**src/rtl/ksa_pkg.sv**
```systemverilog
// ============================================================================
// ksa_pkg : operation codes and elaboration helpers for the pipelined KSA.
// Revision 1.0
// ============================================================================
`default_nettype none

package ksa_pkg;

    localparam logic OP_ADD = 1'b0;
    localparam logic OP_SUB = 1'b1;

    function automatic int ksa_levels(input int width);
        return $clog2(width);
    endfunction

    // Accept-to-out_valid latency: input register + masked level registers + output register.
    function automatic int ksa_latency(input logic [31:0] mask);
        int n;
        n = 2;
        for (int k = 0; k < 32; k++) begin
            n += int'(mask[k]);
        end
        return n;
    endfunction

endpackage

`default_nettype wire

```
**src/rtl/ksa_prefix_cell.sv**
```systemverilog
// ============================================================================
// ksa_prefix_cell : Kogge-Stone black cell; acts as a gray cell when p_o is unused.
// Revision 1.0
// ============================================================================
`default_nettype none

module ksa_prefix_cell (
    input  logic g_hi_i,
    input  logic p_hi_i,
    input  logic g_lo_i,
    input  logic p_lo_i,
    output logic g_o,
    output logic p_o
);

    assign g_o = g_hi_i | (p_hi_i & g_lo_i);
    assign p_o = p_hi_i & p_lo_i;

endmodule

`default_nettype wire

```
**src/rtl/pipelined_ksa.sv**
```systemverilog
// ============================================================================
// pipelined_ksa : parametrised Kogge-Stone add/sub with optional per-level
// pipeline registers and valid/ready handshake under a global stall.
// Revision 1.0
// ============================================================================
`default_nettype none

module pipelined_ksa
    import ksa_pkg::*;
#(
    parameter int                           WIDTH    = 16,
    parameter logic [ksa_levels(WIDTH)-1:0] REG_MASK = '0
) (
    input  logic             clk,
    input  logic             reset,
    input  logic             in_valid,
    output logic             in_ready,
    input  logic [WIDTH-1:0] A,
    input  logic [WIDTH-1:0] B,
    input  logic             Cin,
    input  logic             Op,
    output logic             out_valid,
    input  logic             out_ready,
    output logic [WIDTH-1:0] Sum,
    output logic             Cout,
    output logic             Ovf
);

    localparam int LVL = ksa_levels(WIDTH);

    if (WIDTH < 2) begin : g_width_check
        $error("pipelined_ksa: WIDTH must be at least 2");
    end

    logic stall;
    logic out_valid_q;
    logic out_valid_d;

    assign stall    = out_valid_q && !out_ready;
    assign in_ready = !stall;

    // ------------------------------------------------------------------
    // Stage 0: operand register with B inversion and carry-in selection
    // ------------------------------------------------------------------
    logic [WIDTH-1:0] a_q;
    logic [WIDTH-1:0] a_d;
    logic [WIDTH-1:0] b_q;
    logic [WIDTH-1:0] b_d;
    logic             c0_q;
    logic             c0_d;
    logic             v0_q;
    logic             v0_d;

    always_comb begin
        v0_d = v0_q;
        a_d  = a_q;
        b_d  = b_q;
        c0_d = c0_q;
        if (!stall) begin
            v0_d = in_valid;
            if (in_valid) begin
                a_d  = A;
                b_d  = (Op == OP_SUB) ? ~B : B;
                c0_d = (Op == OP_SUB) ? 1'b1 : Cin;
            end
        end
    end

    always_ff @(posedge clk) begin
        if (reset) begin
            v0_q <= 1'b0;
            a_q  <= '0;
            b_q  <= '0;
            c0_q <= 1'b0;
        end else begin
            v0_q <= v0_d;
            a_q  <= a_d;
            b_q  <= b_d;
            c0_q <= c0_d;
        end
    end

    // Per-stage buses: index k is the input to prefix level k, index LVL the final carries.
    logic [WIDTH-1:0] g_s  [0:LVL];
    logic [WIDTH-1:0] p_s  [0:LVL];
    logic [WIDTH-1:0] po_s [0:LVL];
    logic             c0_s [0:LVL];
    logic             v_s  [0:LVL];

    logic [WIDTH-1:0] g_bit;
    logic [WIDTH-1:0] p_bit;
    logic [WIDTH-1:0] g_pre;
    logic [WIDTH-1:0] p_pre;

    assign g_bit = a_q & b_q;
    assign p_bit = a_q ^ b_q;

    // c0 is the generate of a virtual bit -1; bit 0 then carries a fully resolved group.
    ksa_prefix_cell u_pre_gray (
        .g_hi_i (g_bit[0]),
        .p_hi_i (p_bit[0]),
        .g_lo_i (c0_q),
        .p_lo_i (1'b0),
        .g_o    (g_pre[0]),
        .p_o    (p_pre[0])
    );

    assign g_pre[WIDTH-1:1] = g_bit[WIDTH-1:1];
    assign p_pre[WIDTH-1:1] = p_bit[WIDTH-1:1];

    assign g_s[0]  = g_pre;
    assign p_s[0]  = p_pre;
    assign po_s[0] = p_bit;
    assign c0_s[0] = c0_q;
    assign v_s[0]  = v0_q;

    // ------------------------------------------------------------------
    // Prefix network with optional register after each level
    // ------------------------------------------------------------------
    for (genvar k = 0; k < LVL; k++) begin : g_level
        localparam int SPAN = 1 << k;

        logic [WIDTH-1:0] lg;
        logic [WIDTH-1:0] lp;

        for (genvar i = 0; i < WIDTH; i++) begin : g_bit_col
            if (i >= SPAN) begin : g_cell
                ksa_prefix_cell u_cell (
                    .g_hi_i (g_s[k][i]),
                    .p_hi_i (p_s[k][i]),
                    .g_lo_i (g_s[k][i-SPAN]),
                    .p_lo_i (p_s[k][i-SPAN]),
                    .g_o    (lg[i]),
                    .p_o    (lp[i])
                );
            end else begin : g_pass
                assign lg[i] = g_s[k][i];
                assign lp[i] = p_s[k][i];
            end
        end

        if (REG_MASK[k]) begin : g_reg
            logic [WIDTH-1:0] g_q;
            logic [WIDTH-1:0] p_q;
            logic [WIDTH-1:0] po_q;
            logic             c0_lq;
            logic             v_q;

            always_ff @(posedge clk) begin
                if (reset) begin
                    g_q   <= '0;
                    p_q   <= '0;
                    po_q  <= '0;
                    c0_lq <= 1'b0;
                    v_q   <= 1'b0;
                end else if (!stall) begin
                    g_q   <= lg;
                    p_q   <= lp;
                    po_q  <= po_s[k];
                    c0_lq <= c0_s[k];
                    v_q   <= v_s[k];
                end
            end

            assign g_s[k+1]  = g_q;
            assign p_s[k+1]  = p_q;
            assign po_s[k+1] = po_q;
            assign c0_s[k+1] = c0_lq;
            assign v_s[k+1]  = v_q;
        end else begin : g_comb
            assign g_s[k+1]  = lg;
            assign p_s[k+1]  = lp;
            assign po_s[k+1] = po_s[k];
            assign c0_s[k+1] = c0_s[k];
            assign v_s[k+1]  = v_s[k];
        end
    end

    // ------------------------------------------------------------------
    // Output register: sum, carry out and signed overflow
    // ------------------------------------------------------------------
    logic [WIDTH-1:0] gc;
    logic [WIDTH-1:0] sum_q;
    logic [WIDTH-1:0] sum_d;
    logic             cout_q;
    logic             cout_d;
    logic             ovf_q;
    logic             ovf_d;

    assign gc = g_s[LVL];

    always_comb begin
        out_valid_d = out_valid_q;
        sum_d       = sum_q;
        cout_d      = cout_q;
        ovf_d       = ovf_q;
        if (!stall) begin
            out_valid_d = v_s[LVL];
            if (v_s[LVL]) begin
                sum_d  = po_s[LVL] ^ {gc[WIDTH-2:0], c0_s[LVL]};
                cout_d = gc[WIDTH-1];
                ovf_d  = gc[WIDTH-2] ^ gc[WIDTH-1];
            end
        end
    end

    always_ff @(posedge clk) begin
        if (reset) begin
            out_valid_q <= 1'b0;
            sum_q       <= '0;
            cout_q      <= 1'b0;
            ovf_q       <= 1'b0;
        end else begin
            out_valid_q <= out_valid_d;
            sum_q       <= sum_d;
            cout_q      <= cout_d;
            ovf_q       <= ovf_d;
        end
    end

    assign out_valid = out_valid_q;
    assign Sum       = sum_q;
    assign Cout      = cout_q;
    assign Ovf       = ovf_q;

endmodule

`default_nettype wire

```
**config.mk**
```make
export PLATFORM = sky130hd
export DESIGN_NAME = pipelined_ksa
export DESIGN_NICKNAME = d
export VERILOG_FILES = /design/src/rtl/ksa_pkg.sv /design/src/rtl/ksa_prefix_cell.sv /design/src/rtl/pipelined_ksa.sv
export SDC_FILE = /design/constraint.sdc
export NUM_CORES = 1
export LEC_CHECK = 0
export CAP_MARGIN = 15
export CORE_MARGIN = 5
export CORE_UTILIZATION = 42
export DETAILED_ROUTE_END_ITERATION = 10
export PLACE_DENSITY = 0.65
export SLEW_MARGIN = 20
export SYNTH_ARGS = -nofsm -noshare
export SYNTH_HDL_FRONTEND = slang
export SYNTH_SLANG_ARGS = --single-unit
```
**constraint.sdc**
```tcl
create_clock -name clk -period 5.55 [get_ports clk]
set_input_delay 0.8325 -clock clk [delete_from_list [all_inputs] [get_ports clk]]
set_output_delay 0.8325 -clock clk [all_outputs]
set_load 0.02 [all_outputs]
```
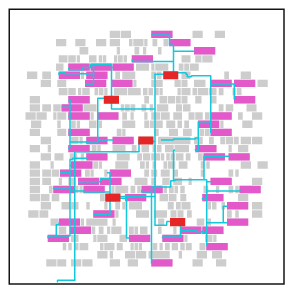
**Above:** run 1 (clock distribution).
Scale: 3 px per um.
Magenta marks flip-flops, count 53. Cyan marks clock wires, length 668 um. Red marks clock-net drivers, count 5.
There are 6 routed clock nets.

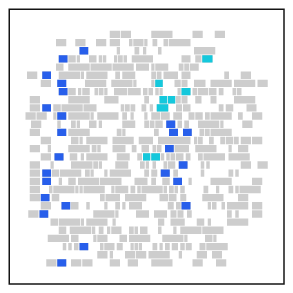
**Above:** run 1 (logic cells by family).
Scale: 3 px per um.
Cyan marks non-inverting ao/oa cells, cells 8. Blue marks xor and xnor cells, cells 24.
most frequent logic cell in the layout: nand2_1
fraction of standard cell area in multi-input logic: 0.456

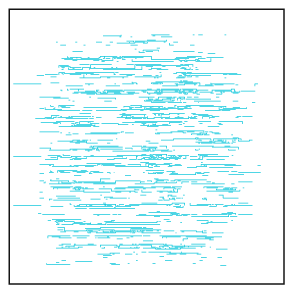
**Above:** run 1 (metal 1).
Scale: 3 px per um.
390 nets have wire on it. The layer carries 3,080 um of wire. The longest straight run is 18.9 um. The wires run mostly horizontal. The layer holds 52% of the routed length.
met1 track utilization from global routing: 0.207
overall via count from detail_route: 2,396
wirelength, routed: 5.95 mm

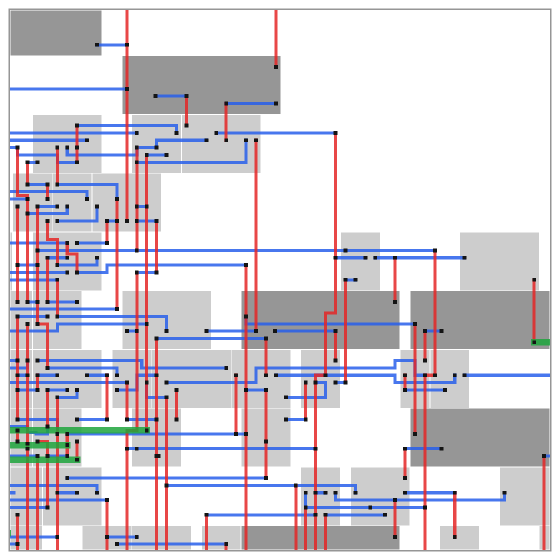
**Above:** run 1 (layout detail).
Window x 56 to 81, y 56 to 81 um. Cells in grey, sequential cells in the stronger grey; small squares are vias.
Red marks M2. Blue marks M1. Green marks M3.
Most frequent: dfxtp_1 (5), nand3_1 (4). Sequential cells in the window: 5. Netlist names of flops here include Sum (5). 33 logic cells have their middle in the window.

==> metrics.csv, run 1 <==
metric,value,unit
Post-Syn Nets,394,
Hold Path Class,flop to flop,
antenna violation net count after detailed routing,0,
portion of the clock cycle consumed by the worst path in the final layout,0.538,
chip area in the Yosys report,0.00276,mm2
cell repeated most along the worst path,clkdlybuf4s50_1,
CP Data Required Time,4.72,ns
antenna violations before repair,0,
hold-fix buffer count after cts,0,
DR WL/cell,13.0,um
reg2reg setup slack,3.00,ns
Worst Setup Start Kind,input port,
data arrival time at the worst-slack endpoint,2.15,ns
Reg power frac,0.475,
drc violations,0,
Log Warnings,26,
fin cells,459,
yosys stat cell total,339,
relative slew slack,0.360,
buffers inserted by post-CTS timing repair,0,
GR Overflow Total,0,
maximum number of pins on one net before global-route repair,54,
half-perimeter wire length of the detailed placement result,4.46,mm
worst reg-to-reg path cell count,9,
effective utilization at floorplan,0.433,
Num Clock Sinks,53,
result of the run,completed,
crit path cell chain,"clkdlybuf4s50_1, nand2b_1, clkdlybuf4s50_1",
hold path endpoint,Sum[14],
"Hold Vio Cnt, Final",0,
slew at the pin with the worst max-slew slack,0.960,ns
internal power,0.643,mW
switching portion of total power,0.274,
minimum clock period,2.98,ns
Die Ht,91.1,um
worst path bufs/invs,2,
number of buffers created by CTS,5,
H-tree depth,2,
worst hold slack across all endpoints,0.458,ns
Diodes inserted,0,
global placement routability congestion,0.814,
setup TNS after final layout,0,ns
highest ir drop seen on vdd,0.000145,V
Post-synth seq share,0.384,
maximum net fanout on the critical path,7,
-- run 1: power groups by stage --
stage	Sequential, mW	Combinational (mW)	Clock (mW)
global placement	0.429	0.188	0
CTS	0.421	0.192	0.281
detailed placement	0.430	0.191	0
global route	0.424	0.213	0.295
finish	0.421	0.191	0.274
floorplan	0.436	0.116	0
-- run 1: layout by cell type (no fill, tap or decap), types with 6 or more instances in the layout --
cell,Yosys,layout
nor2_1,24,24
clkbuf_8,0,6
ha_1,15,15
nand3_1,9,9
a211oi_1,20,20
a21oi_1,43,43
inv_1,8,8
nand2_1,57,57
o21ai_0,10,10
nand2b_1,7,7
clkdlybuf4s50_1,0,56
xnor2_1,22,22
dfxtp_1,53,53
-- run 1: how the worst max path moves through the flow --
stage                    from  endpoint  slack [ns]  depth (start not counted)
CTS                 out_ready  in_ready        2.56                          3
global placement    out_ready  in_ready        2.57                          3
finish              out_ready  in_ready        2.57                          3
detailed placement  out_ready  in_ready        2.56                          3
floorplan              a_q[0]   Sum[10]        3.27                          9
global route        out_ready  in_ready        2.51                          3
-- run 1: through the flow --
stage | total power [mW] | area (um2) | worst slack, ns
finish | 0.886 | 3450 | 2.57
global route | 0.931 | 3450 | 2.51
CTS | 0.894 | 3450 | 2.56
detailed placement | 0.621 | 3330 | 2.56
global placement | 0.617 | 3330 | 2.57
floorplan | 0.552 | 2760 | 3.27
-- run 1: synthesized netlist by cell type (all sizes together) (2+ instances only) --
cell type | instances | area, um2
xnor2 | 22 | 193
dfxtp | 53 | 1060
o211ai | 4 | 30.0
a211oi | 20 | 150
and2 | 3 | 18.8
o21ai | 12 | 60.1
nand3 | 9 | 45.0
nor2 | 24 | 90.1
nand2b | 7 | 43.8
buf | 13 | 61.3
a21oi | 44 | 224
ha | 15 | 188
nand2 | 57 | 214
o31ai | 2 | 15.0
xor2 | 2 | 17.5
o31a | 2 | 17.5
fa | 2 | 40.0
nor3 | 4 | 20.0
a21o | 3 | 22.5
nand4 | 2 | 12.5
inv | 8 | 30.0
clkbuf | 10 | 38.8
-- run 1: state kept, by name, indices dropped and copies added, names as in the netlist --
signal and count:
Ovf 1, v0_q 1, Cout 1, c0_q 1
Sum 16, b_q 16, a_q 16, out_valid 1
-- run 1: area by class of cell --
cell class                 count  share of cell area
multi-input combinational    255               0.456
inverter                       8             0.00871
tap                           77              0.0279
clock inverter                 1             0.00871
sequential                    53               0.308
timing repair buffer          58               0.166
clock buffer                   7              0.0250
-- run 1: routing by layer --
| metal | vias to the layer above | share of wire | GRT usage |
|---|---|---|---|
| met5 | - | 0 | 0 |
| met4 | 0 | 0.016 | 0.0526 |
| met3 | 7 | 0.061 | 0.0339 |
| met2 | 65 | 0.41 | 0.212 |
| met1 | 1064 | 0.52 | 0.207 |
| li1 | 1260 | - | - |
-- run 1: cells by family (layout without fill, tap and decap cells) --
kind of cell / after synthesis / count (layout) / synth area share
XOR/XNOR: 24 / 24 / 0.0761
flip-flops: 53 / 53 / 0.384
AND/OR/NAND/NOR: 116 / 116 / 0.188
adder cells (fa/ha/maj): 17 / 17 / 0.0824
AND-OR/OR-AND: 97 / 97 / 0.219
buffers and inverters: 31 / 74 / 0.0471
multiplexers: 1 / 1 / 0.00362
**Run 1: track usage over the die**

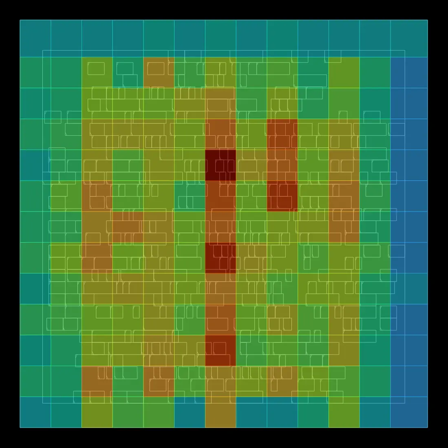

==> run 2, diff against run 1 <==
==> constraint.sdc (replaced) <==
create_clock -name clk -period 3.1 [get_ports clk]
set_input_delay 0.465 -clock clk [delete_from_list [all_inputs] [get_ports clk]]
set_output_delay 0.465 -clock clk [all_outputs]
set_load 0.02 [all_outputs]
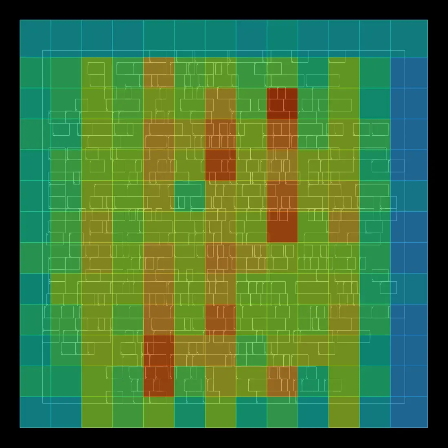
**Above:** run 2 (track usage over the die).
share of the core filled with cells in the final layout: 0.545
grt peak-use layer: met1
DR WL/cell: 12.9 um

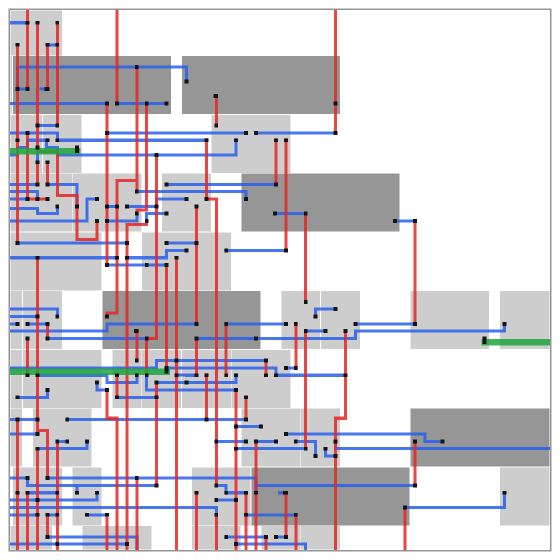
**Above:** run 2 (layout detail).
Window x 56 to 81, y 56 to 81 um. Cells in grey, sequential cells in the stronger grey; small squares are vias.

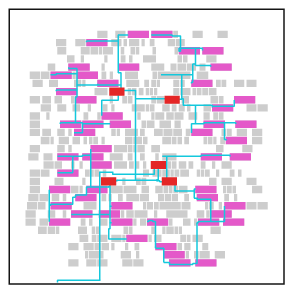
**Above:** run 2 (clock distribution).
Scale: 3 px per um.
Magenta marks flip-flops, count 53. Red marks clock-net drivers, count 5. Cyan marks clock wires, length 625 um.
There are 6 routed clock nets.

==> run 2 against run 1 <==
Effect of this change:
- cell area up 0.87%
- non-clock buffer count up 4
- routed wire length up 0.12%
- clock skew down 0.0064 ns
- sequential power up 79%
- clock power up 75%
- register-to-register slack worse by 2.4 ns
- via count down 0.42%
- worst setup slack worse by 2.0 ns
- worst hold slack better by 0.0018 ns
- critical path depth up 6
==> metrics.csv, run 2 <==
metric,value,unit,change
half-perimeter wire length of the detailed placement result,4.60,mm,+3.1%
maximum number of pins on one net before global-route repair,53,,-1.9%
Log Warnings,26,,unchanged
Post-synth seq share,0.384,,unchanged
buffers inserted by post-CTS timing repair,0,,unchanged
Die Ht,91.1,um,unchanged
count of library flops with an enable pin,0,,
commonest cells in the netlist,"nand2_1 (57), dfxtp_1 (53), a21oi_1 (43)",,
overall via count from detail_route,2386,,-0.42%
highest ir drop seen on vdd,0.000208,V,+43%
GR Overflow Total,0,,unchanged
static leakage,1.32,nW,
top-count cell post-synth,nand2_1,,
global placement routability congestion,0.843,,+3.6%
minimum clock period,2.50,ns,
achievable frequency,0.400,GHz,
portion of the clock cycle consumed by the worst path in the final layout,0.807,,
H-tree depth,2,,unchanged
post-synth design cell area,0.00276,mm2,
Diodes inserted,0,,unchanged
number of buffers created by CTS,5,,unchanged
delay of the slowest critical-path stage,0.45,ns,
hold-fix buffer count after cts,0,,unchanged
tally of unique sky130hd cells used after synthesis,47,,
slew at the pin with the worst max-slew slack,0.608,ns,-0.351 ns
drc violations,0,,unchanged
top logic cells by instance count in the layout,"nand2_1 (57), clkdlybuf4s50_1 (56), dfxtp_1 (53), a21oi_1 (43), nor2_1 (24)",,
Setup Skew,0.00224,ns,
Worst Setup Start Kind,flop,,
chip area in the Yosys report,0.00276,mm2,unchanged
post-route design area,0.00348,mm2,+0.87%
yosys stat cell total,339,,unchanged
"wirelength, routed",5.96,mm,+0.12%
count of endpoints failing setup in the final report,0,,
total count of max-transition violations in the final report,0,,
clock latency at the later pin of the worst-skew pair,0.30,ns,
data arrival time at the worst-slack endpoint,2.75,ns,+0.60 ns
top area cells in the synthesized netlist,"dfxtp_1 (38%), a21oi_1 (7.8%), nand2_1 (7.7%), xnor2_1 (7.0%), ha_1 (6.8%)",,
result of the run,completed,,
CP Data Required Time,3.35,ns,-1.37 ns
antenna violation net count after detailed routing,0,,unchanged
core footprint,0.00639,mm2,
Worst R2R End,Sum[10],,
cell repeated most along the worst path,fa_1,,
setup TNS after final layout,0,ns,unchanged
most frequent logic cell in the layout,nand2_1,,
proportion of layout cells with a drive suffix above 1,0.0440,,
Post-Syn Instances,339,,
worst reg-to-reg path cell count,9,,unchanged
hold path endpoint,a_q[0],,
count of warnings emitted by yosys,0,,
GRT Util Overall,0.140,,
fraction of registers with async set/reset,0,,
maximum number of buffers from clock root to sink,2,,
detailed-routing iteration count for the pre-antenna-repair pass,4,,
effective utilization at floorplan,0.433,,unchanged
clock tree root driver cell,clkbuf_8,,
Hold Path Class,flop to flop,,
max capacitance violation total,0,,
Post-Syn Nets,394,,unchanged
reg2reg setup slack,0.60,ns,-2.40 ns
fraction of synthesized cell area taken by the top area cell type,0.384,,unchanged
Num Clock Sinks,53,,unchanged
cell type contributing the most total cell area after synthesis,dfxtp_1,,
setup repair after global routing missed its margin,no,,
antenna violations before repair,0,,unchanged
maximum net fanout on the critical path,5,,-2
via count normalized by instance count,5.15,,
"Hold Vio Cnt, Final",0,,unchanged
cell resize tally after clock tree synthesis,0,,
crit path cell chain,"inv_1, fa_1, fa_1, nand2b_1, a21oi_1, o21ai_1, o2bb2ai_1, or4_1, nand3_1",,
worst flop-to-flop path startpoint,a_q[0],,
cell area reported after detailed placement,0.00336,mm2,+0.90%
relative slew slack,0.594,,+0.234
number of nets in the layout,440,,
## run 2: netlist changes by cell type in the layout (fill, tap and decap cells not counted)
cell,delta
buf_4,+4
## run 2: kinds of logic (layout without fill, tap and decap cells)
family	Yosys count	in the layout	synth area share
buffers and inverters	31	78	0.0471
adder cells (fa/ha/maj)	17	17	0.0824
AND-OR/OR-AND	97	97	0.219
flip-flops	53	53	0.384
multiplexers	1	1	0.00362
AND/OR/NAND/NOR	116	116	0.188
XOR/XNOR	24	24	0.0761
## run 2: final cells by class
| cell class | count | area, um2 |
|---|---|---|
| Sequential cell | 53 | 1060 |
| Multi-Input combinational cell | 255 | 1570 |
| Clock buffer | 7 | 86.3 |
| Timing Repair Buffer | 62 | 603 |
| Inverter | 8 | 30.0 |
| Fill cell | 618 | 2910 |
| Tap cell | 77 | 96.3 |
| Clock inverter | 1 | 30.0 |
## run 2: critical path, delay by kind of cell (launching register included)
family / cells / cell delay [ns]
AOI/OAI and AO/OA: 3 / 0.55
and+or+nand+nor: 3 / 0.66
buffers and inverters: 1 / 0.06
DFF: 1 / 0.33
adders and majority gates: 2 / 0.84
## run 2: metrics by stage
step / std cells / power [mW] / worst slack, ns / utilization / hold WS (ns)
after floorplan: 339 / 0.988 / 0.819 / - / 0.436
after global placement: 455 / 1.11 / 0.705 / 0.526 / 0.442
after detailed placement: 455 / 1.11 / 0.634 / 0.526 / 0.449
after CTS: 463 / 1.59 / 0.599 / 0.545 / 0.463
after global routing: 463 / 1.66 / 0.438 / 0.545 / 0.478
final: 463 / 1.57 / 0.598 / 0.545 / 0.460
## run 2: worst max-delay path by stage
stage | from | endpoint | slack (ns)
floorplan | a_q[0] | Sum[10] | 0.82
detailed placement | a_q[0] | Sum[10] | 0.63
global route | a_q[0] | Sum[10] | 0.44
finish | a_q[0] | Sum[10] | 0.60
CTS | a_q[0] | Sum[10] | 0.60
global placement | a_q[0] | Sum[10] | 0.70
## run 2: metal layers
| metal | track usage | wire length (um) |
|---|---|---|
| met4 | 0.0367 | 65 |
| met1 | 0.209 | 3170 |
| met2 | 0.204 | 2450 |
| met5 | 0 | 0 |
| met3 | 0.0322 | 275 |
## run 2: power by group
part / internal, mW / leakage (nW) / switching, mW
sequential: 0.728 / 0.436 / 0.0260
clock: 0.263 / 0.0585 / 0.215
combinational: 0.163 / 0.829 / 0.180
Power and IR drop assume default switching activity.
